[config.mk]
export PLATFORM = sky130hd
export DESIGN_NAME = register_writeback_unit
export DESIGN_NICKNAME = d
export VERILOG_FILES = /design/src/rtl/register_writeback_unit_pkg.sv /design/src/rtl/register_writeback_unit_extender.sv /design/src/rtl/register_writeback_unit.sv
export SDC_FILE = /design/constraint.sdc
export NUM_CORES = 1
export LEC_CHECK = 0
export CAP_MARGIN = 20
export CORE_ASPECT_RATIO = 1.75
export CORE_MARGIN = 3
export CORE_UTILIZATION = 40
export CTS_CLUSTER_SIZE = 25
export DETAILED_ROUTE_END_ITERATION = 12
export PLACE_DENSITY_LB_ADDON = 0.15
export REMOVE_ABC_BUFFERS = 1
export SLEW_MARGIN = 20
export SYNTH_ARGS = -nofsm -noshare
export SYNTH_HDL_FRONTEND = slang
export SYNTH_SLANG_ARGS = --single-unit
[constraint.sdc]
create_clock -name clock -period 3.2 [get_ports clock]
set_clock_uncertainty 0.2 [all_clocks]
set_input_delay 0.64 -clock clock [delete_from_list [all_inputs] [get_ports clock]]
set_output_delay 0.64 -clock clock [all_outputs]
set_load 0.01 [all_outputs]
[src/rtl/register_writeback_unit_pkg.sv]
// Shared types for the register-file write path: write strobe, load
// funct3 encodings, writeback FSM states and a write-slot record.
package JZJCoreFTypes;

   typedef enum logic {
      WRITE_DISABLE = 1'b0,
      WRITE_ENABLE  = 1'b1
   } WriteEnable_t;

   typedef enum logic [2:0] {
      LB  = 3'b000,
      LH  = 3'b001,
      LW  = 3'b010,
      LBU = 3'b100,
      LHU = 3'b101
   } LoadFunct3_t;

   typedef enum logic {
      IDLE = 1'b0,
      WAIT = 1'b1
   } WritebackState_t;

   // One register-file write: destination and data.
   typedef struct packed {
      logic [4:0]  address;
      logic [31:0] data;
   } WritebackEntry_t;

endpackage

[src/rtl/register_writeback_unit_extender.sv]
// Load data extractor: picks the addressed byte/half out of the memory word
// and sign- or zero-extends it according to the load funct3.
module load_extender
   import JZJCoreFTypes::*;
(
   input  logic [31:0] i_memRdata,
   input  logic [2:0]  i_funct3,
   input  logic [1:0]  i_offset,
   output logic [31:0] o_data
);

   logic [7:0]  w_byte;
   logic [15:0] w_half;

   // Select the lane and apply the extension rule for the load type.
   always_comb begin
      // NOTE: every always_comb output gets a default first so no path can infer a latch.
      o_data = i_memRdata;
      w_byte = i_memRdata[8*i_offset +: 8];
      w_half = i_offset[1] ? i_memRdata[31:16] : i_memRdata[15:0];
      case (i_funct3)
         LB:      o_data = {{24{w_byte[7]}}, w_byte};
         LH:      o_data = {{16{w_half[15]}}, w_half};
         LBU:     o_data = {24'd0, w_byte};
         LHU:     o_data = {16'd0, w_half};
         default: o_data = i_memRdata;   // LW and unused encodings
      endcase
   end

endmodule

[src/rtl/register_writeback_unit.sv]
// Write-side front end of the register file: accepts ALU results and one
// outstanding load, extends load data, serialises both onto the single
// write port (load first, ALU parked in a one-entry hold buffer) and raises
// a load-use stall for decode.
module register_writeback_unit
   import JZJCoreFTypes::*;
#(
   parameter bit RV32I = 1'b1
)(
   input  logic         clock,
   input  logic         reset,
   input  logic         aluValid,
   output logic         aluReady,
   input  logic [31:0]  aluResult,
   input  logic [4:0]   aluRdAddress,
   input  logic         loadIssue,
   output logic         loadReady,
   input  logic [4:0]   loadRdAddress,
   input  logic [2:0]   loadFunct3,
   input  logic [1:0]   loadByteOffset,
   input  logic [31:0]  memRdata,
   input  logic         memRvalid,
   input  logic [4:0]   rs1Address,
   input  logic [4:0]   rs2Address,
   output logic         loadUseStall,
   output logic [31:0]  rd,
   output logic [4:0]   rdAddress,
   output WriteEnable_t rdWriteEnable,
   output logic         illegalRegister
);

   // RV32E only decodes the low four address bits.
   localparam logic [4:0] ADDRESS_MASK = RV32I ? 5'h1F : 5'h0F;

   WritebackState_t r_state;
   logic [4:0]      r_pendingRd;
   logic [2:0]      r_pendingFunct3;
   logic [1:0]      r_pendingOffset;
   logic            r_holdValid;
   WritebackEntry_t r_holdEntry;

   logic [31:0]     w_loadData;
   logic            w_loadDone;
   logic            w_aluAccept;
   logic            w_writeValid;
   WritebackEntry_t w_writeEntry;
   logic            w_illegal;
   logic [4:0]      w_maskedPending;

   assign aluReady    = ~r_holdValid;
   assign loadReady   = (r_state == IDLE);
   assign w_loadDone  = (r_state == WAIT) && memRvalid;
   assign w_aluAccept = aluValid && aluReady;

   // A pending x0 load never stalls; the write is dropped anyway.
   assign w_maskedPending = r_pendingRd & ADDRESS_MASK;
   assign loadUseStall    = (r_state == WAIT) && (w_maskedPending != 5'd0) &&
                            (((rs1Address & ADDRESS_MASK) == w_maskedPending) ||
                             ((rs2Address & ADDRESS_MASK) == w_maskedPending));

   load_extender u_load_extender (
      .i_memRdata (memRdata),
      .i_funct3   (r_pendingFunct3),
      .i_offset   (r_pendingOffset),
      .o_data     (w_loadData)
   );

   // Pick this cycle's write slot: load, then held ALU result, then fresh ALU.
   always_comb begin
      w_writeValid = 1'b0;
      w_writeEntry = '0;
      if (w_loadDone) begin
         w_writeValid = 1'b1;
         w_writeEntry = '{address: r_pendingRd, data: w_loadData};
      end else if (r_holdValid) begin
         w_writeValid = 1'b1;
         w_writeEntry = r_holdEntry;
      end else if (w_aluAccept) begin
         w_writeValid = 1'b1;
         w_writeEntry = '{address: aluRdAddress, data: aluResult};
      end
      w_illegal = !RV32I && w_writeValid && w_writeEntry.address[4];
   end

   // Load tracking FSM: latch the request in IDLE, wait for memory in WAIT.
   always_ff @(posedge clock or posedge reset) begin
      if (reset) begin
         r_state         <= IDLE;
         r_pendingRd     <= 5'd0;
         r_pendingFunct3 <= 3'd0;
         r_pendingOffset <= 2'd0;
      end else begin
         // NOTE: sequential state uses <= so every register samples pre-edge values.
         case (r_state)
            IDLE: if (loadIssue) begin
               r_pendingRd     <= loadRdAddress;
               r_pendingFunct3 <= loadFunct3;
               r_pendingOffset <= loadByteOffset;
               r_state         <= WAIT;
            end
            WAIT: if (memRvalid) r_state <= IDLE;
            default: r_state <= IDLE;
         endcase
      end
   end

   // Park an ALU result that collides with a load; drain it next cycle.
   always_ff @(posedge clock or posedge reset) begin
      if (reset) begin
         r_holdValid <= 1'b0;
         r_holdEntry <= '0;
      end else if (w_loadDone && w_aluAccept) begin
         r_holdValid <= 1'b1;
         r_holdEntry <= '{address: aluRdAddress, data: aluResult};
      end else if (r_holdValid && !w_loadDone) begin
         r_holdValid <= 1'b0;
      end
   end

   // Registered write port with x0 / RV32E filtering.
   always_ff @(posedge clock or posedge reset) begin
      if (reset) begin
         rd              <= 32'd0;
         rdAddress       <= 5'd0;
         rdWriteEnable   <= WRITE_DISABLE;
         illegalRegister <= 1'b0;
      end else begin
         illegalRegister <= w_illegal;
         rdWriteEnable   <= (w_writeValid && !w_illegal && (w_writeEntry.address != 5'd0))
                            ? WRITE_ENABLE : WRITE_DISABLE;
         if (w_writeValid) begin
            rd        <= w_writeEntry.data;
            rdAddress <= w_writeEntry.address & ADDRESS_MASK;
         end
      end
   end

endmodule

==> CHANGELOG.md <==
## Implementation

* Outcome: finished, final reports clean
* CP cell instances: clkdlybuf4s50_1 -> xor2_1 -> nor3_1 -> nand3_1 -> a21oi_1 -> clkdlybuf4s50_1
* Final WL at 14.8 mm
* Yosys reg bits at 87
* Slew headroom at 31.2%
* Internal power at 0.00282 W
* Root buf cell: clkbuf_16
* Yosys stat area at 4890 sq um
* Least-Margin Pin Slew at 1.03 ns
* Synth async-reset ratio at 100%
* Seq share, synth at 44.5%
* CP Launch Type: input pin
* CTS Buffer Depth at 2
* Clock power share at 25.3%
* DRT iter0 DRCs at 201
* Critical Path RT at 2.36 ns
* Die area at 13,600 sq um
* Yosys top cell by instances: dfrtp_1
* Syn Inst Count at 468
* Placer Congestion at 0.869
* CP Class: input pin to output pin
* Avg Vias per Cell at 5.59
* Avg Cell Area, Syn at 10.5 sq um
* WP data arrival at 2.22 ns
* Fin crit share at 95.6%
* First-pass GRT wire length at 23.6 mm
* GRT overflow at 0
* Comb pwr share at 35.7%
* Pre-Place Util at 41.6%
* CTS clk-pin slew, worst paths at 0.06 ns
* Switching pwr at 0.00137 W
* Cell count listed in synth_stat.txt at 468
* Worst path most repeated cell: clkdlybuf4s50_1
* Antenna cells at 0
* Drc violations at 0
* Cell Type Count at 45
* Setup TNS at 0 ns
* Die width at 89.6 microns
* Syn Std Cell Area at 4890 sq um
* Min Hold Slack at 0.284 ns
* Synth area leader: dfrtp_1
* Synth warn at 0
* Post-synth top cells: dfrtp_1 (87), nand2_1 (54), mux2_2 (47)
* Power Total at 0.00419 W
* Nets@finish at 685
* Max-cap violations at 0
* Overall routing resource usage at 22.3%
* CP max FO at 1
* Pre-antenna DRT Iters at 5
* Post-synth EDFFs at 0
* Post-DRT Antenna Nets at 0
* Num Clock Sinks at 87
* Resized Gates After CTS at 0
* Commonest flop: dfrtp_1
==> critical path, delay by kind of cell <==
kind,cells,cell delay (ns)
and+or+nand+nor,2,0.31
AOI/OAI and AO/OA,1,0.16
buffers and inverters,2,0.96
xor gates and xnor gates,1,0.15
==> stage by stage <==
step                util, %  std cells
global placement       54.6        742
CTS                    57.2        758
global route           57.2        758
floorplan                 -        425
finish                 57.2        758
detailed placement     54.6        742
==> power by group through the flow <==
stage | sequential, W | combinational (W) | clock, W
detailed placement | 0.00166 | 0.00150 | 0
finish | 0.00164 | 0.00149 | 0.00106
global placement | 0.00164 | 0.00148 | 0
global route | 0.00168 | 0.00163 | 0.00112
floorplan | 0.00171 | 0.000704 | 0
CTS | 0.00164 | 0.00151 | 0.00108
==> cell families after synthesis <==
logic type | count (synthesis) | share of synthesized area (%)
AOI/OAI and AO/OA | 145 | 22.1
and+or+nand+nor | 113 | 12.0
buffers and inverters | 46 | 4.60
xor gates and xnor gates | 10 | 1.79
muxes | 66 | 15.0
DFF | 87 | 44.5
other | 1 | 0.0766
==> sequential cells by signal, summed over array words and instances, names as in the netlist <==
name             flops
r_state              1
r_pendingFunct3      3
r_pendingRd          5
r_holdValid          1
rdAddress            5
r_holdEntry         37
r_pendingOffset      2
rdWriteEnable        1
rd                  32
==> cell usage in the layout, fill, tap and decap left out, types with 2 or more instances in the layout <==
cell type,synthesis,routed
o31ai_1,23,23
a22oi_1,4,4
o22ai_1,7,7
buf_4,4,18
o21ai_1,9,9
inv_1,3,2
nor3_1,3,2
o21ai_0,11,11
dfrtp_2,0,2
nor2b_1,6,4
nand3b_1,19,19
dfrtp_1,87,85
nand3_1,2,2
clkdlybuf4s50_1,0,134
nor3b_1,7,7
a2bb2oi_1,3,3
nand2_1,54,53
a221oi_1,21,21
xor2_1,6,6
mux2_2,47,47
nor2_1,11,11
a31oi_1,4,4
clkinv_2,0,2
a21oi_1,32,32
clkbuf_16,0,9
mux2i_1,18,18
a21o_1,4,4
a2111oi_0,6,6
a2111oi_2,10,10
a211oi_1,8,8
buf_12,0,3
nor2b_2,0,2
nand2b_1,4,4
clkinvlp_4,0,3
xnor2_1,4,4
==> per-layer routing <==
layer	share of wire (%)	global-route usage, %
met1	38	26.0
met2	54	38.3
met3	5.6	4.49
met4	3.0	9.51
met5	0	0
==> final cells by class <==
| type | instances | area [sq um] |
|---|---|---|
| clock buffers | 11 | 243 |
| clock inverters | 5 | 57.6 |
| fillers | 1038 | 5040 |
| inverters | 3 | 12.5 |
| multi-input cells | 335 | 2500 |
| flip-flops and latches | 87 | 2180 |
| well taps | 162 | 203 |
| repair buffers | 155 | 1540 |
==> final timing paths <==
path                                                from  cells after the start                             end
worst max-delay path                       rs1Address[2]                      6                    loadUseStall
worst min-delay path            rdAddress[4]$_DFFE_PP0P_                      1        rdAddress[4]$_DFFE_PP0P_
worst max register to register   r_holdValid$_DFFE_PP0P_                      5     r_holdEntry[32]$_DFFE_PP0P_
min in group asynchronous                          reset                      3     r_holdEntry[20]$_DFFE_PP0P_
max in group asynchronous                          reset                      3  r_pendingFunct3[1]$_DFFE_PP0P_
worst min register to register  rdAddress[4]$_DFFE_PP0P_                      1        rdAddress[4]$_DFFE_PP0P_
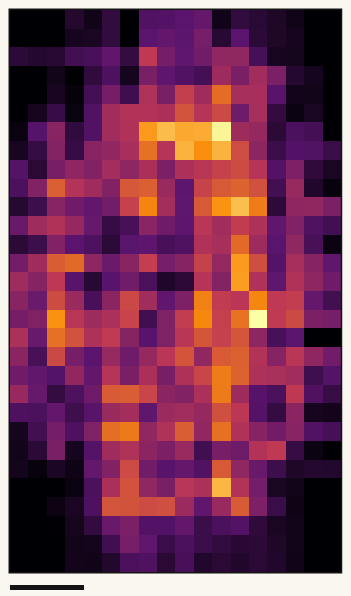
Figure 1: signal metal coverage by tile.
Bar = 20 microns. 18 x 30 tiles, from black (low) to pale yellow (high), scaled to the fullest tile. Values are wire area over tile area, all layers added.
16% of the tiles are over half the peak. The mean over all tiles is 0.17. 9.8% of the tiles are nearly empty. The fullest tile reaches 0.58.
via count: 4,241
wire length per cell: 19.5 microns

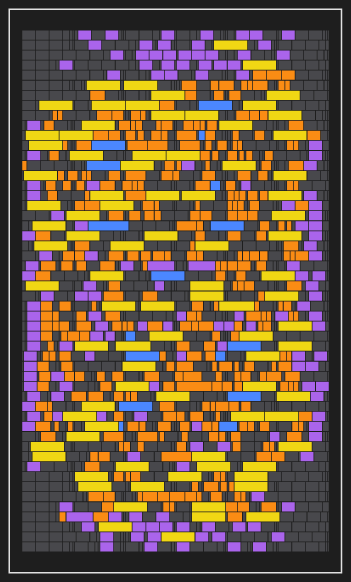
Figure 2: cells coloured by class.
Fill, decap, tap and diode cells in grey.
Key: purple = other buffers and delay cells [cells 155, share of their area 24%]; blue = clock drivers and dummy loads [cells 16, share of their area 4.6%]; yellow = flip-flops [cells 87, share of their area 33%]; orange = all other logic [cells 338, share of their area 39%]
Core ar.: 11,800 sq um
Design Area, Final: 6740 sq um

No activity file was given, so power comes from the tool's default toggle rates.
